**src/rtl/debounce_fsm_pkg.sv**
```systemverilog
// Shared definitions for the debounce stage: state encodings and default
// timing parameters, so the top level and benches draw from one source.
package debounce_fsm_pkg;

   typedef enum logic [1:0] {
      S_LOW       = 2'd0,
      S_RISE_WAIT = 2'd1,
      S_HIGH      = 2'd2,
      S_FALL_WAIT = 2'd3
   } state_t;

   localparam int DEF_DEBOUNCE_CYCLES   = 16;
   localparam int DEF_LONG_PRESS_CYCLES = 1000;
   localparam int DEF_EVT_W             = 8;

   function automatic int max_int(input int a, input int b);
      return (a > b) ? a : b;
   endfunction

endpackage

```
**src/rtl/debounce_fsm.sv**
```systemverilog
// Debounces a synchronised input level and extracts rise/fall/long-press
// pulses plus a wrapping press counter. All outputs are registered.
module debounce_fsm
   import debounce_fsm_pkg::*;
#(
   parameter int DEBOUNCE_CYCLES   = DEF_DEBOUNCE_CYCLES,
   parameter int LONG_PRESS_CYCLES = DEF_LONG_PRESS_CYCLES,
   parameter int EVT_W             = DEF_EVT_W
) (
   input  logic             clk,
   input  logic             reset,
   input  logic             din_sync,
   output logic             level,
   output logic             rise_pulse,
   output logic             fall_pulse,
   output logic             long_pulse,
   output logic             long_active,
   output logic [EVT_W-1:0] press_count,
   output logic [1:0]       dbg_state
);

   localparam int CNT_W = $clog2(max_int(DEBOUNCE_CYCLES, LONG_PRESS_CYCLES) + 1);
   localparam logic [CNT_W-1:0] DB_LAST = CNT_W'(DEBOUNCE_CYCLES - 1);
   localparam logic [CNT_W-1:0] LP_LAST = CNT_W'(LONG_PRESS_CYCLES - 1);

   state_t             r_state;
   state_t             w_state_nxt;
   logic [CNT_W-1:0]   r_cnt;
   logic [CNT_W-1:0]   w_cnt_nxt;
   logic               r_level;
   logic               r_rise;
   logic               r_fall;
   logic               r_long;
   logic               r_long_active;
   logic [EVT_W-1:0]   r_press_count;
   logic               w_level_nxt;
   logic               w_rise_nxt;
   logic               w_fall_nxt;
   logic               w_long_nxt;
   logic               w_long_active_nxt;
   logic [EVT_W-1:0]   w_press_nxt;
   logic               w_db_done;
   logic               w_long_hit;

   assign w_db_done  = (r_cnt == DB_LAST);
   assign w_long_hit = (r_cnt == LP_LAST);

   always_ff @(posedge clk or negedge reset) begin
      if (!reset) begin
         r_state       <= S_LOW;
         r_cnt         <= '0;
         r_level       <= 1'b0;
         r_rise        <= 1'b0;
         r_fall        <= 1'b0;
         r_long        <= 1'b0;
         r_long_active <= 1'b0;
         r_press_count <= '0;
      end else begin
         r_state       <= w_state_nxt;
         r_cnt         <= w_cnt_nxt;
         r_level       <= w_level_nxt;
         r_rise        <= w_rise_nxt;
         r_fall        <= w_fall_nxt;
         r_long        <= w_long_nxt;
         r_long_active <= w_long_active_nxt;
         r_press_count <= w_press_nxt;
      end
   end

   // One counter serves debounce timing in the wait states and long-press
   // timing in S_HIGH; it saturates at the long threshold.
   always_comb begin
      w_state_nxt = r_state;
      w_cnt_nxt   = r_cnt;
      case (r_state)
         S_LOW: begin
            if (din_sync) begin
               w_state_nxt = S_RISE_WAIT;
               w_cnt_nxt   = '0;
            end
         end
         S_RISE_WAIT: begin
            if (!din_sync) begin
               w_state_nxt = S_LOW;
               w_cnt_nxt   = '0;
            end else if (w_db_done) begin
               w_state_nxt = S_HIGH;
               w_cnt_nxt   = '0;
            end else begin
               w_cnt_nxt = r_cnt + CNT_W'(1);
            end
         end
         S_HIGH: begin
            if (!din_sync) begin
               w_state_nxt = S_FALL_WAIT;
               w_cnt_nxt   = '0;
            end else if (r_cnt < LP_LAST) begin
               w_cnt_nxt = r_cnt + CNT_W'(1);
            end
         end
         S_FALL_WAIT: begin
            if (din_sync) begin
               w_state_nxt = S_HIGH;
               w_cnt_nxt   = '0;
            end else if (w_db_done) begin
               w_state_nxt = S_LOW;
               w_cnt_nxt   = '0;
            end else begin
               w_cnt_nxt = r_cnt + CNT_W'(1);
            end
         end
         default: begin
            w_state_nxt = S_LOW;
            w_cnt_nxt   = '0;
         end
      endcase
   end

   // long_active survives a release bounce so one press yields one long_pulse.
   always_comb begin
      w_level_nxt       = r_level;
      w_rise_nxt        = 1'b0;
      w_fall_nxt        = 1'b0;
      w_long_nxt        = 1'b0;
      w_long_active_nxt = r_long_active;
      w_press_nxt       = r_press_count;
      case (r_state)
         S_RISE_WAIT: begin
            if (din_sync && w_db_done) begin
               w_level_nxt = 1'b1;
               w_rise_nxt  = 1'b1;
               w_press_nxt = r_press_count + EVT_W'(1);
            end
         end
         S_HIGH: begin
            if (din_sync && !r_long_active && w_long_hit) begin
               w_long_nxt        = 1'b1;
               w_long_active_nxt = 1'b1;
            end
         end
         S_FALL_WAIT: begin
            if (!din_sync && w_db_done) begin
               w_level_nxt       = 1'b0;
               w_fall_nxt        = 1'b1;
               w_long_active_nxt = 1'b0;
            end
         end
         default: ;
      endcase
   end

   assign level       = r_level;
   assign rise_pulse  = r_rise;
   assign fall_pulse  = r_fall;
   assign long_pulse  = r_long;
   assign long_active = r_long_active;
   assign press_count = r_press_count;
   assign dbg_state   = r_state;

endmodule

```
**config.mk**
```make
export PLATFORM = sky130hd
export DESIGN_NAME = debounce_fsm
export DESIGN_NICKNAME = d
export VERILOG_FILES = /design/src/rtl/debounce_fsm_pkg.sv /design/src/rtl/debounce_fsm.sv
export SDC_FILE = /design/constraint.sdc
export NUM_CORES = 1
export LEC_CHECK = 0
export CORE_ASPECT_RATIO = 0.7
export CORE_MARGIN = 10
export CORE_UTILIZATION = 40
export CTS_CLUSTER_DIAMETER = 80
export CTS_CLUSTER_SIZE = 40
export DETAILED_ROUTE_END_ITERATION = 6
export PLACE_DENSITY_LB_ADDON = 0.2
export SLEW_MARGIN = 30
export SYNTH_ARGS = -nofsm -noshare
export SYNTH_HDL_FRONTEND = slang
export SYNTH_SLANG_ARGS = --single-unit
export TNS_END_PERCENT = 5
```
**constraint.sdc**
```tcl
create_clock -name clk -period 1.6 [get_ports clk]
set_clock_uncertainty 0.05 [all_clocks]
set_input_delay 0.16 -clock clk [delete_from_list [all_inputs] [get_ports clk]]
set_output_delay 0.16 -clock clk [all_outputs]
set_load 0.02 [all_outputs]
```
floorplan.png
Pins as bars on the die edge. Tap cells in gray.
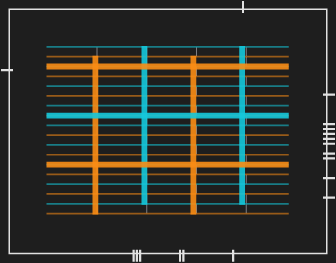
Key: orange = VSS; cyan = VDD
4 straps on met4. 18 signal pins sit on the boundary. 38 tap cells. 18 met1 rails follow the rows. 3 straps on met5.

class_map.png
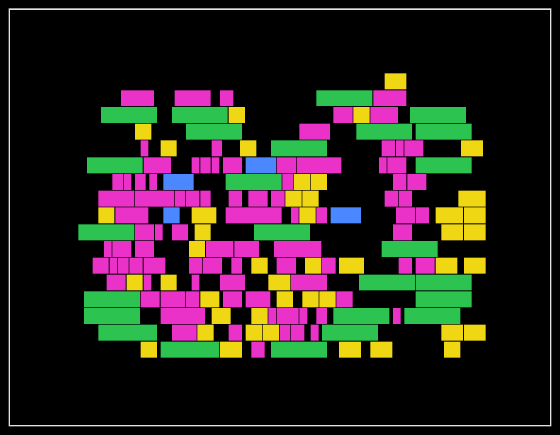
Key: blue = clock drivers and dummy loads [cells 4, share of their area 2.7%]; magenta = remaining logic cells [cells 89, share of their area 41%]; yellow = remaining buffers and delay cells [cells 45, share of their area 22%]; green = sequential cells [cells 25, share of their area 35%]

==> flow_summary.json <==
{
  "fin_ws_ns": -0.0798,
  "fin_hold_ws_ns": 0.200,
  "power.leakage_nw": 0.904,
  "setup.worst_path.end": "press_count[1]",
  "status": "finished with violations",
  "adder_share_pct": 1.95,
  "r2r_slack_ns": -0.08,
  "cts_tree": "done",
  "clock_area_share_pct": 2.64,
  "rows": 17,
  "internal_power_mw": 0.857,
  "synth_area_leader_cell": "dfrtp_1",
  "largest_class": "multi-input combinational cells",
  "regArea_um2": 628,
  "yosys_warnings": 0,
  "max_cap_violations": 0,
  "dp_slack_ns": -0.325,
  "logic_gate_count": 86,
  "path_max_fanout": 8,
  "postCtsSetupBuffers": 2,
  "placed_cell_area_um2": 1690,
  "critPathTopFamily": "simple AND/OR/NAND/NOR gates",
  "wl_per_cell_um": 15.9,
  "syn_to_final_growth_pct": 44.4,
  "violations": "setup timing",
  "path_clk_slew_ns": 0.09,
  "ys_sh_mux_pct": 1.76,
  "required_ns": 1.72,
  "post-route-min-period_ns": 1.68,
  "path_buffers": 1,
  "use_met1_pct": 13.7,
  "drtIter0Drc": 72,
  "r2r-end": "press_count[1]",
  "cp.depth": 6,
  "io_pins": 18,
  "ys_seq_share_pct": 48.8,
  "topRoutingLayerUsed": "met4",
  "place.gp.congestion": 0.879,
  "cts.repair.resized": 8,
  "fillers": 258,
  "seq_area_share_pct": 33.9,
  "stdcell_area_um2": 1850,
  "topCellsByArea": "dfrtp_1 49%, xnor2_1 4.1%, a22o_1 3.4%, nand2_1 2.6%, and3_1 2.4%",
  "common_cells": "25 x dfrtp_1, 9 x nand2_1, 6 x xnor2_1",
  "finalSetupViolations": 15,
  "crit_path_start_kind": "flop",
  "ys_sh_xor_pct": 5.47,
  "drive_gt1_share_pct": 35.6,
  "use_met2_pct": 18.4,
  "m1WireLength_um": 1400,
  "hold_buffers": 0,
  "mi_logic_area_um2": 724,
  "utilization_pct": 59.6,
  "initial_core_util_pct": 41.3,
  "finalClockPeriodUsage_pct": 105,
  "worst_pin_slew_ns": 0.338,
  "antenna_found_initial": 0,
  "synth_area_per_cell_um2": 11.1,
  "finalMaxSlewViolations": 0,
  "nonClkBufAreaFrac_pct": 21.1
}
clock_wires.png
Bar = 20 um.
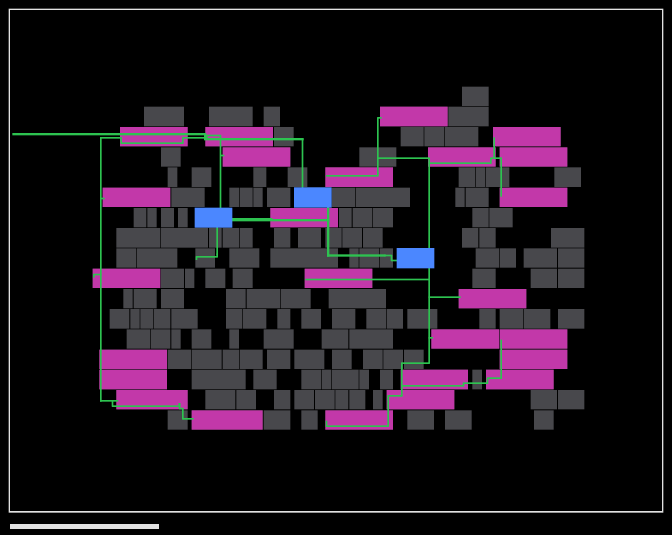
Key: blue = clock-net drivers [count 3]; magenta = flip-flops [count 25]; green = clock wires [length 313 um]
There are 4 routed clock nets.
power share of the clock group: 34.0%
Power Clock: 0.382 mW

Power is estimated from default activity; no workload was simulated.
